**config.mk**
```make
export PLATFORM = sky130hd
export DESIGN_NAME = vga_timing_gen
export DESIGN_NICKNAME = d
export VERILOG_FILES = /design/src/rtl/vga_timing_gen.sv
export SDC_FILE = /design/constraint.sdc
export NUM_CORES = 1
export LEC_CHECK = 0
export CORE_ASPECT_RATIO = 1.25
export CORE_UTILIZATION = 40
export DETAILED_ROUTE_END_ITERATION = 8
export GPL_TIMING_DRIVEN = 0
export PLACE_DENSITY = 0.69
export SETUP_SLACK_MARGIN = 0.02
export SYNTH_ARGS = -nofsm -noshare
export SYNTH_HDL_FRONTEND = slang
export SYNTH_SLANG_ARGS = --single-unit
```
**constraint.sdc**
```tcl
create_clock -name clk25m -period 2.3 [get_ports clk25m]
set_input_delay 0.345 -clock clk25m [delete_from_list [all_inputs] [get_ports clk25m]]
set_output_delay 0.345 -clock clk25m [all_outputs]
set_load 0.02 [all_outputs]
```
**src/rtl/vga_timing_gen.sv**
```systemverilog
// vga_timing_gen: 640x480@60 raster timing generator on the 25 MHz pixel clock.
// Fetch coordinates come straight from the counters. Enables, syncs and
// start pulses are registered one cycle later, so colour looked up from
// pix_x/pix_y and registered once lines up with hen/ven.
module vga_timing_gen #(
    parameter int unsigned H_VIS  = 640,
    parameter int unsigned H_FP   = 16,
    parameter int unsigned H_SYNC = 96,
    parameter int unsigned H_BP   = 48,
    parameter int unsigned V_VIS  = 480,
    parameter int unsigned V_FP   = 10,
    parameter int unsigned V_SYNC = 2,
    parameter int unsigned V_BP   = 33,
    parameter logic        HS_POL = 1'b0,
    parameter logic        VS_POL = 1'b0
) (
    input  logic       clk25m,
    input  logic       reset,
    output logic       hsync,
    output logic       vsync,
    output logic       hen,
    output logic       ven,
    output logic [9:0] pix_x,
    output logic [9:0] pix_y,
    output logic       pix_valid,
    output logic       line_start,
    output logic       frame_start
);

    localparam int unsigned CNT_W   = 10;
    localparam int unsigned H_TOTAL = H_VIS + H_FP + H_SYNC + H_BP;
    localparam int unsigned V_TOTAL = V_VIS + V_FP + V_SYNC + V_BP;
    localparam int unsigned HS_BEG  = H_VIS + H_FP;
    localparam int unsigned HS_END  = HS_BEG + H_SYNC;
    localparam int unsigned VS_BEG  = V_VIS + V_FP;
    localparam int unsigned VS_END  = VS_BEG + V_SYNC;

    logic [CNT_W-1:0] hcnt_q, hcnt_d;
    logic [CNT_W-1:0] vcnt_q, vcnt_d;
    logic [31:0]      hcnt_w, vcnt_w;
    logic             h_wrap;

    logic hen_q, hen_d;
    logic ven_q, ven_d;
    logic hsync_q, hsync_d;
    logic vsync_q, vsync_d;
    logic line_start_q, line_start_d;
    logic frame_start_q, frame_start_d;

    // Counters widened to 32 bits so all compares against the parameters match in width
    assign hcnt_w = 32'(hcnt_q);
    assign vcnt_w = 32'(vcnt_q);

    // Next counter values; anything at or beyond the last legal value wraps to 0
    always_comb begin
        h_wrap = (hcnt_w >= (H_TOTAL - 32'd1));
        hcnt_d = h_wrap ? '0 : hcnt_q + CNT_W'(1);
        vcnt_d = vcnt_q;
        if (vcnt_w >= V_TOTAL) begin
            vcnt_d = '0;
        end else if (h_wrap) begin
            vcnt_d = (vcnt_w >= (V_TOTAL - 32'd1)) ? '0 : vcnt_q + CNT_W'(1);
        end
    end

    // Registered outputs decoded from the pre-increment counter values
    always_comb begin
        hen_d         = (hcnt_w < H_VIS);
        ven_d         = (vcnt_w < V_VIS);
        hsync_d       = ~HS_POL;
        vsync_d       = ~VS_POL;
        line_start_d  = (hcnt_q == '0);
        frame_start_d = (hcnt_q == '0) && (vcnt_q == '0);
        if ((hcnt_w >= HS_BEG) && (hcnt_w < HS_END)) begin
            hsync_d = HS_POL;
        end
        if ((vcnt_w >= VS_BEG) && (vcnt_w < VS_END)) begin
            vsync_d = VS_POL;
        end
    end

    // State and output registers; reset drops any sync pulse in progress
    always_ff @(posedge clk25m) begin
        if (reset) begin
            hcnt_q        <= '0;
            vcnt_q        <= '0;
            hen_q         <= 1'b0;
            ven_q         <= 1'b0;
            hsync_q       <= ~HS_POL;
            vsync_q       <= ~VS_POL;
            line_start_q  <= 1'b0;
            frame_start_q <= 1'b0;
        end else begin
            hcnt_q        <= hcnt_d;
            vcnt_q        <= vcnt_d;
            hen_q         <= hen_d;
            ven_q         <= ven_d;
            hsync_q       <= hsync_d;
            vsync_q       <= vsync_d;
            line_start_q  <= line_start_d;
            frame_start_q <= frame_start_d;
        end
    end

    // Fetch coordinates are held at zero while reset is asserted
    assign pix_x     = reset ? '0 : hcnt_q;
    assign pix_y     = reset ? '0 : vcnt_q;
    assign pix_valid = ~reset && (hcnt_w < H_VIS) && (vcnt_w < V_VIS);

    assign hen         = hen_q;
    assign ven         = ven_q;
    assign hsync       = hsync_q;
    assign vsync       = vsync_q;
    assign line_start  = line_start_q;
    assign frame_start = frame_start_q;

endmodule

```
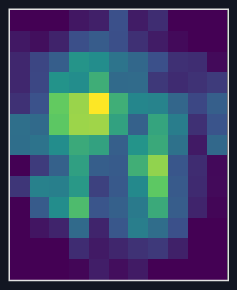
Fig. 1. Wiring heat map.
(4 px per um) The die is cut into 11 by 13 equal tiles; dark purple is low, yellow is high, scaled to the fullest tile. Values are wire area over tile area, all layers added.
densest ninth of the die: middle
emptiest ninth of the die: top right
tiles over half the peak: 16%
mean over tiles: 0.13
nearly empty tiles: 19%
fullest tile: 0.52
Vias: 1,234
Wirelength per Cell: 13.4 um
WL final: 3120 um
overall routing resource usage: 18.9%

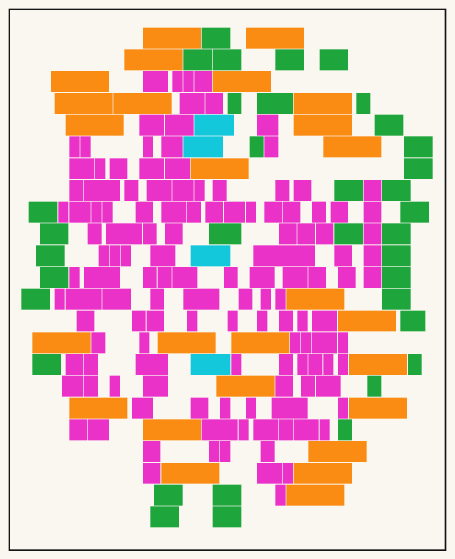
Fig. 2. Cells coloured by class.
(8 px per um)
[clock drivers and dummy loads] cyan | cells: 4
[remaining logic cells] magenta | cells: 131
[remaining buffers and delay cells] green | cells: 35
[registers] orange | cells: 26
CORE AREA: 3220 um^2
fraction of area in registers: 29.5%

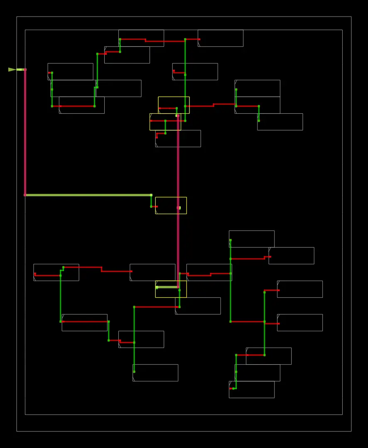
Fig. 3. Clock routing.
CTS sink count: 26
Seq cells: 26
Clock group: 0.000290 W
clock insertion delay at the later pin of the skew report: 0.27 ns

==> metrics.yaml <==
floorplanning:
  die_area_um2: 3660
  taps: 37
worst_hold_path:
  min_path_type: "flop to flop"
  hold_depth: 1
  min_to: "vsync$_SDFF_PP1_"
yosys:
  synth-compound-area-share_pct: 10.0
  synthCells: 164
  synth_area_leader_cell: "dfxtp_1"
  top_area_share_pct: 38.0
  ys_sh_xor_pct: 8.31
  yosys_cells: 164
  ys_ff: 26
  synthArstFlopShare_pct: 0
  area_leaders: "dfxtp_1, nor2_1, nor2b_1"
  netlist_area_um2: 1370
  synth_seq_share_pct: 38.0
  top_cell: "dfxtp_1"
  yosys_area_um2: 1370
  fp_nets: 172
detailed_routing:
  routed-wl-met2_um: 1550
  drt-initial-drc-count: 26
  met3_length_um: 130
  top_layer: "met4"
worst_setup_path:
  rrSetupSlack_ns: 0.32
  crit_path_start_kind: "input port"
  worst-path-buf-inv: 3
  worst-setup-path-type: "input port to output port"
  crit_path_end_kind: "output port"
  cp.arrival_ns: 1.73
  r2r_end: "vcnt_q[6]$_SDFFE_PP0P_"
  startpoint: "reset"
  cp_max_fo: 10
  critPathSlowestCell: "clkdlybuf4s50_1"
  required_ns: 1.96
  rr_worst_depth: 6
  path_delay_family: "buffers and inverters"
placed_design:
  post-dp-hpwl_um: 2270
  dp_slack_ns: -0.134
  dp.cells: 229
  placed_area_um2: 1700
clock_tree:
  cts_buffer_depth: 2
  post_cts_resized: 4
  cts_root_buffer: "clkbuf_8"
  cts-htree-levels: 1
  postCtsSetupRepairBufs: 0
  cts_buffers: 3
  clk_pin_slew_ns: 0.08
  cts_tree: "built"
  cts_hold_buf: 0
power:
  leakagePower_nw: 0.664
  combPwrFrac_pct: 8.6
  pg_comb_w: 0.0000707
  p_int_w: 0.000641
  ir_worst_vdd_uv: 357
  power_leader: "registers"
sta:
  setup_slack_ns: 0.226
  finalHoldViolations: 0
  skew_ns: 0.00886
  finalSetupViolations: 0
  whs_ns: 0.494
  finalSetupTns_ns: 0
cells_and_area:
  inverters: 8
  buffers: 35
  reg_top3: "hcnt_q (10), vcnt_q (10)"
  clk_share_pct: 3.12
  comb_share_pct: 44.7
  filler_cell_count: 313
  comb_cells: 123
  lay_top_cells: "dfxtp_1, clkdlybuf4s50_1, nor2_1, nor2b_1"
  layout-drive-gt1-share_pct: 9.18
  layout.nonclk_buf_share_pct: 18.3
  final-instance-count-excl-fill: 233
  final_util_pct: 54.7
global_routing:
  grt_pass1_vias: 1117
  top_usage_layer: "met2"
  use_met1_pct: 24.1
  grt_max_degree: 15
  grt_pass1_wl_um: 5100
  grt_antenna_before_repair: 0
flow_run:
  cap_violations: 0
outcome:
  status: "finished, final reports clean"
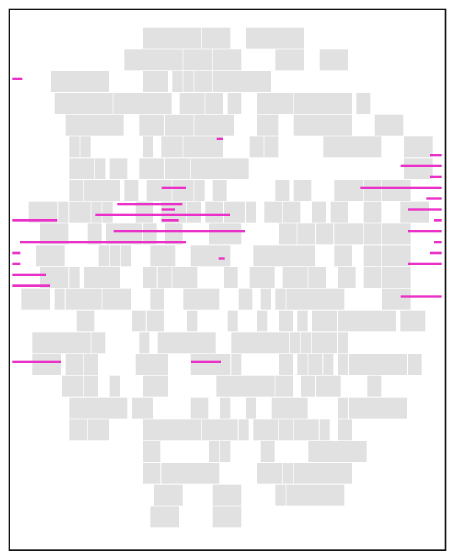
Fig. 4. M3 wires.
(8 px per um) Cells faint in the background.
share of all routed wire: 4.2%
longest straight run: 20.5 um
wire length on this layer: 130 um
main direction: horizontal
met3 Track Usage GR: 2.03%

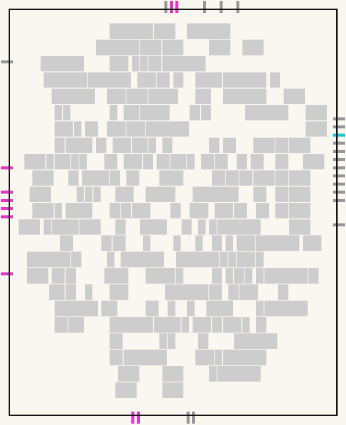
Fig. 5. Pin map.
(6 px per um) Pins as bars across the die edge, other pins in grey.
[pix_y] magenta | pins: 10 | direction: output | edge: 6 left, 2 top, 2 bottom
[hsync] cyan | pins: 1 | direction: output | edge: right
all pins by edge: 12 right, 7 left, 6 top, 4 bottom
Buffers on Ports: 28
Die Y-Extent: 67.4 um
Die W: 54.3 um

Power and IR drop assume default switching activity.
